**Routed metal per tile**

The die is cut into 16 by 16 equal tiles; white is low, dark blue is high, scaled to the fullest tile. Values are wire area over tile area, all layers added.
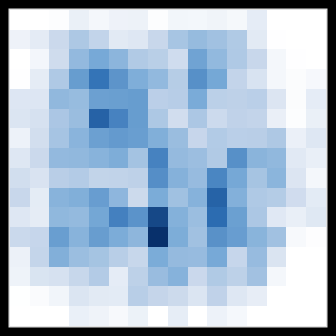
**Routing congestion map**

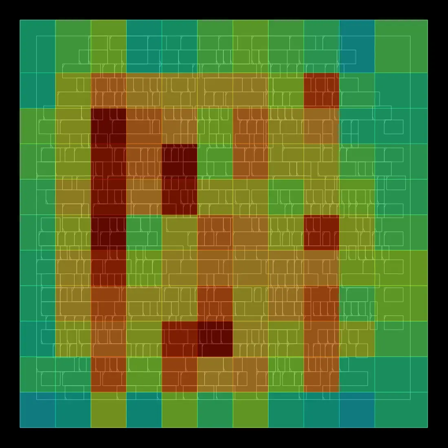
**Signal wires on met1**

Bar = 20 um. Cells faint in the background.
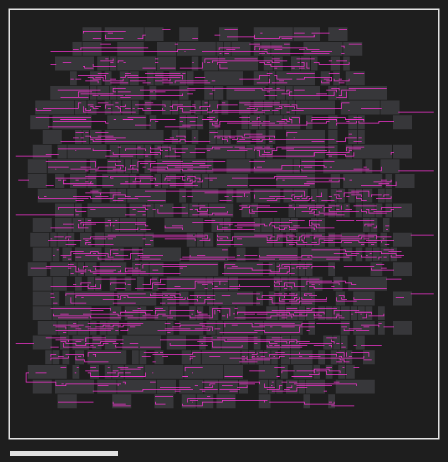
<file path="src/rtl/dot_field_generator.sv">
// Dot-field generator: optional frame clear, then NUM_DOTS pseudo-random visible dots,
// each plotted to the VGA port and recorded in the dot store.
module dot_field_generator #(
    parameter int unsigned SCREEN_W = 160,
    parameter int unsigned SCREEN_H = 120,
    parameter int unsigned X_W      = 8,
    parameter int unsigned Y_W      = 7,
    parameter int unsigned COLOUR_W = 3,
    parameter int unsigned NUM_DOTS = 128,
    parameter int unsigned IDX_W    = 7
) (
    input  logic                clk,
    input  logic                resetn,
    input  logic                start,
    input  logic                clear_en,
    input  logic [COLOUR_W-1:0] clear_colour,
    input  logic                seed_load,
    input  logic [15:0]         seed,
    output logic [X_W-1:0]      plot_x,
    output logic [Y_W-1:0]      plot_y,
    output logic [COLOUR_W-1:0] plot_colour,
    output logic                plot_en,
    output logic                dot_wr_en,
    output logic [IDX_W-1:0]    dot_wr_addr,
    output logic                busy,
    output logic                done
);

    localparam logic [15:0]      LFSR_INIT = 16'hACE1;
    localparam logic [X_W-1:0]   X_LAST    = X_W'(SCREEN_W - 1);
    localparam logic [Y_W-1:0]   Y_LAST    = Y_W'(SCREEN_H - 1);
    localparam logic [IDX_W-1:0] IDX_LAST  = IDX_W'(NUM_DOTS - 1);
    localparam bit               ONE_PIXEL = (SCREEN_W * SCREEN_H == 1);

    typedef enum logic [1:0] {
        S_IDLE,
        S_CLEAR,
        S_DOTS,
        S_DONE
    } state_t;

    state_t              r_state, w_state;
    logic [15:0]         r_lfsr, w_lfsr;
    logic [IDX_W-1:0]    r_idx, w_idx;
    logic [COLOUR_W-1:0] r_clear_colour, w_clear_colour;
    logic [X_W-1:0]      r_plot_x, w_plot_x;
    logic [Y_W-1:0]      r_plot_y, w_plot_y;
    logic [COLOUR_W-1:0] r_plot_colour, w_plot_colour;
    logic                r_plot_en, w_plot_en;
    logic                r_dot_wr_en, w_dot_wr_en;
    logic [IDX_W-1:0]    r_dot_wr_addr, w_dot_wr_addr;
    logic                r_busy, w_busy;
    logic                r_done, w_done;

    logic [X_W-1:0]      w_cx, w_nx;
    logic [Y_W-1:0]      w_cy, w_ny;
    logic [COLOUR_W-1:0] w_cc;
    logic                w_accept;

    // Candidate dot and raster successor of the last cleared pixel
    always_comb begin
        w_cx     = r_lfsr[X_W-1:0];
        w_cy     = r_lfsr[X_W+Y_W-1:X_W];
        w_cc     = r_lfsr[15 -: COLOUR_W];
        w_accept = (32'(w_cx) < SCREEN_W) && (32'(w_cy) < SCREEN_H) && (w_cc != r_clear_colour);
        if (r_plot_x == X_LAST) begin
            w_nx = '0;
            w_ny = r_plot_y + Y_W'(1);
        end else begin
            w_nx = r_plot_x + X_W'(1);
            w_ny = r_plot_y;
        end
    end

    always_comb begin
        w_state        = r_state;
        w_idx          = r_idx;
        w_clear_colour = r_clear_colour;
        w_plot_x       = r_plot_x;
        w_plot_y       = r_plot_y;
        w_plot_colour  = r_plot_colour;
        w_plot_en      = 1'b0;
        w_dot_wr_en    = 1'b0;
        w_dot_wr_addr  = r_dot_wr_addr;
        w_busy         = r_busy;
        w_done         = r_done;

        // Seed load wins over stepping; a zero seed would lock the LFSR
        if (seed_load) begin
            w_lfsr = (seed == 16'h0000) ? LFSR_INIT : seed;
        end else begin
            w_lfsr = {r_lfsr[14:0], r_lfsr[15] ^ r_lfsr[13] ^ r_lfsr[12] ^ r_lfsr[10]};
        end

        case (r_state)
            S_IDLE, S_DONE: begin
                if (r_state == S_DONE) begin
                    w_busy = 1'b0;
                    w_done = 1'b1;
                end
                if (start) begin
                    w_clear_colour = clear_colour;
                    w_idx          = '0;
                    w_busy         = 1'b1;
                    w_done         = 1'b0;
                    if (clear_en) begin
                        // First clear pixel goes out on the accepting edge
                        w_plot_x      = '0;
                        w_plot_y      = '0;
                        w_plot_colour = clear_colour;
                        w_plot_en     = 1'b1;
                        w_state       = ONE_PIXEL ? S_DOTS : S_CLEAR;
                    end else begin
                        w_state = S_DOTS;
                    end
                end
            end
            S_CLEAR: begin
                w_plot_x      = w_nx;
                w_plot_y      = w_ny;
                w_plot_colour = r_clear_colour;
                w_plot_en     = 1'b1;
                if (w_nx == X_LAST && w_ny == Y_LAST) begin
                    w_state = S_DOTS;
                end
            end
            S_DOTS: begin
                if (w_accept) begin
                    w_plot_x      = w_cx;
                    w_plot_y      = w_cy;
                    w_plot_colour = w_cc;
                    w_plot_en     = 1'b1;
                    w_dot_wr_en   = 1'b1;
                    w_dot_wr_addr = r_idx;
                    w_idx         = r_idx + IDX_W'(1);
                    if (r_idx == IDX_LAST) begin
                        w_state = S_DONE;
                    end
                end
            end
            default: w_state = S_IDLE;
        endcase
    end

    always_ff @(posedge clk) begin
        if (!resetn) begin
            r_state        <= S_IDLE;
            r_lfsr         <= LFSR_INIT;
            r_idx          <= '0;
            r_clear_colour <= '0;
            r_plot_x       <= '0;
            r_plot_y       <= '0;
            r_plot_colour  <= '0;
            r_plot_en      <= 1'b0;
            r_dot_wr_en    <= 1'b0;
            r_dot_wr_addr  <= '0;
            r_busy         <= 1'b0;
            r_done         <= 1'b0;
        end else begin
            r_state        <= w_state;
            r_lfsr         <= w_lfsr;
            r_idx          <= w_idx;
            r_clear_colour <= w_clear_colour;
            r_plot_x       <= w_plot_x;
            r_plot_y       <= w_plot_y;
            r_plot_colour  <= w_plot_colour;
            r_plot_en      <= w_plot_en;
            r_dot_wr_en    <= w_dot_wr_en;
            r_dot_wr_addr  <= w_dot_wr_addr;
            r_busy         <= w_busy;
            r_done         <= w_done;
        end
    end

    assign plot_x      = r_plot_x;
    assign plot_y      = r_plot_y;
    assign plot_colour = r_plot_colour;
    assign plot_en     = r_plot_en;
    assign dot_wr_en   = r_dot_wr_en;
    assign dot_wr_addr = r_dot_wr_addr;
    assign busy        = r_busy;
    assign done        = r_done;

endmodule
</file>
<file path="config.mk">
export PLATFORM = sky130hd
export DESIGN_NAME = dot_field_generator
export DESIGN_NICKNAME = d
export VERILOG_FILES = /design/src/rtl/dot_field_generator.sv
export SDC_FILE = /design/constraint.sdc
export NUM_CORES = 1
export LEC_CHECK = 0
export ABC_AREA = 1
export CAP_MARGIN = 20
export CORE_MARGIN = 3
export CORE_UTILIZATION = 55
export CTS_CLUSTER_SIZE = 24
export DETAILED_ROUTE_END_ITERATION = 8
export GPL_ROUTABILITY_DRIVEN = 1
export PLACE_DENSITY = 0.83
export RECOVER_POWER = 100
export SLEW_MARGIN = 40
export SYNTH_ARGS = -nofsm -noshare
export SYNTH_HDL_FRONTEND = slang
export SYNTH_SLANG_ARGS = --single-unit
</file>
<file path="constraint.sdc">
create_clock -name clk -period 2.6 [get_ports clk]
set_input_delay 0.52 -clock clk [delete_from_list [all_inputs] [get_ports clk]]
set_output_delay 0.52 -clock clk [all_outputs]
set_load 0.05 [all_outputs]
</file>
==> metrics.yaml <==
routing:
  drtAntennaViolNets: 0
  first_pass_iters: 5
  wl_met2_um: 3620
  remaining_drc_errors: 0
  met1_length_um: 3350
  wirelength_um: 7610
sta:
  timing.fmax_mhz: 432
  setup_viol: 0
  hold_violations: 0
  post-route-period-util_pct: 89.0
min_path:
  hp-start: "dot_wr_addr[2]"
  hold_path_depth: 2
synth:
  ys_warn_count: 0
  aoi_share_pct: 17.8
  ys_chip_area_sq_um: 2950
  edf_count: 0
  yosys-top-cells-area: "dfxtp_1, nand2_1, a21oi_1"
  syn_area_per_cell_sq_um: 7.08
  netlist_instances: 417
  top_cell_area_share_pct: 38.6
  yosys.area.top_type: "dfxtp_1"
  mux_share_pct: 0
layout:
  nNonClkBuffers: 57
  stdcell_area_sq_um: 3680
  comb_area_share_pct: 41.8
  mostFrequentLayoutCell: "nand2_1"
  buffer_area_share_pct: 15.0
  clock_buffers: 13
  comb_area_sq_um: 1540
die:
  io_pins: 53
  initCoreUtil_pct: 57.4
  core.rowCount: 26
  taps: 70
power:
  p_leak_uw: 0.00156
  ir_worst_vdd_v: 0.000587
run:
  warning_count: 29
clock_tree:
  cts_setup_buffers: 0
  numCtsBuffers: 9
worst_setup_path:
  crit_family: "buffers and inverters"
  rr_endpoint: "plot_y[1]"
  r2r_setup_slack_ns: 0.38
  critPathBufInv: 1
  cp.arrival_ns: 1.79
  path_class: "flop to output port"
placed_design:
  pre_cts_ws_ns: 0.504
  gp_congestion: 0.863
global_route:
  antenna_found_initial: 0
  grt_pass1_wl_um: 12800
run_status:
  status: "finished, final reports clean"
-- 'routed metal per tile' (at the start) --
14% of the tiles are nearly empty. The mean over all tiles is 0.20. The densest ninth of the die: center. 14% of the tiles are over half the peak.

-- 'routing congestion map' (at the start) --
Routed WL per cell: 14.0 um
Top Usage Layer GRT: met2
grt met1 use: 32.5%
post-layout util: 71.6%

-- 'signal wires on met1' (at the start) --
453 nets have wire on it. The wires run mostly horizontal. The longest straight run is 29.5 um. The layer holds 44% of the routed length. The layer carries 3350 um of wire.

==> power breakdown <==
group	internal [uW]	total, uW	switching [uW]	leakage [uW]
registers	971	1060	85.5	0.000466
clock network	467	807	340	0.0000974
logic	272	910	637	0.000997
total	1710	2770	1060	0.00156
==> flip-flops by register name (all words and copies together) (netlist names), 2 cells and up <==
register	flops
dot_wr_addr	7
plot_colour	3
plot_x	8
plot_y	7
r_clear_colour	3
r_idx	7
r_lfsr	16
r_state	2
==> through the flow <==
stage / utilization [%] / hold slack, ns / power [uW] / std cells
floorplan: - / 0.430 / 1740 / 417
global placement: 68.6 / 0.450 / 1980 / 529
detailed placement: 68.6 / 0.454 / 2000 / 529
CTS: 72.3 / 0.464 / 2810 / 545
global route: 71.6 / 0.477 / 2920 / 545
finish: 71.6 / 0.457 / 2770 / 545
Power is estimated from default activity; no workload was simulated.
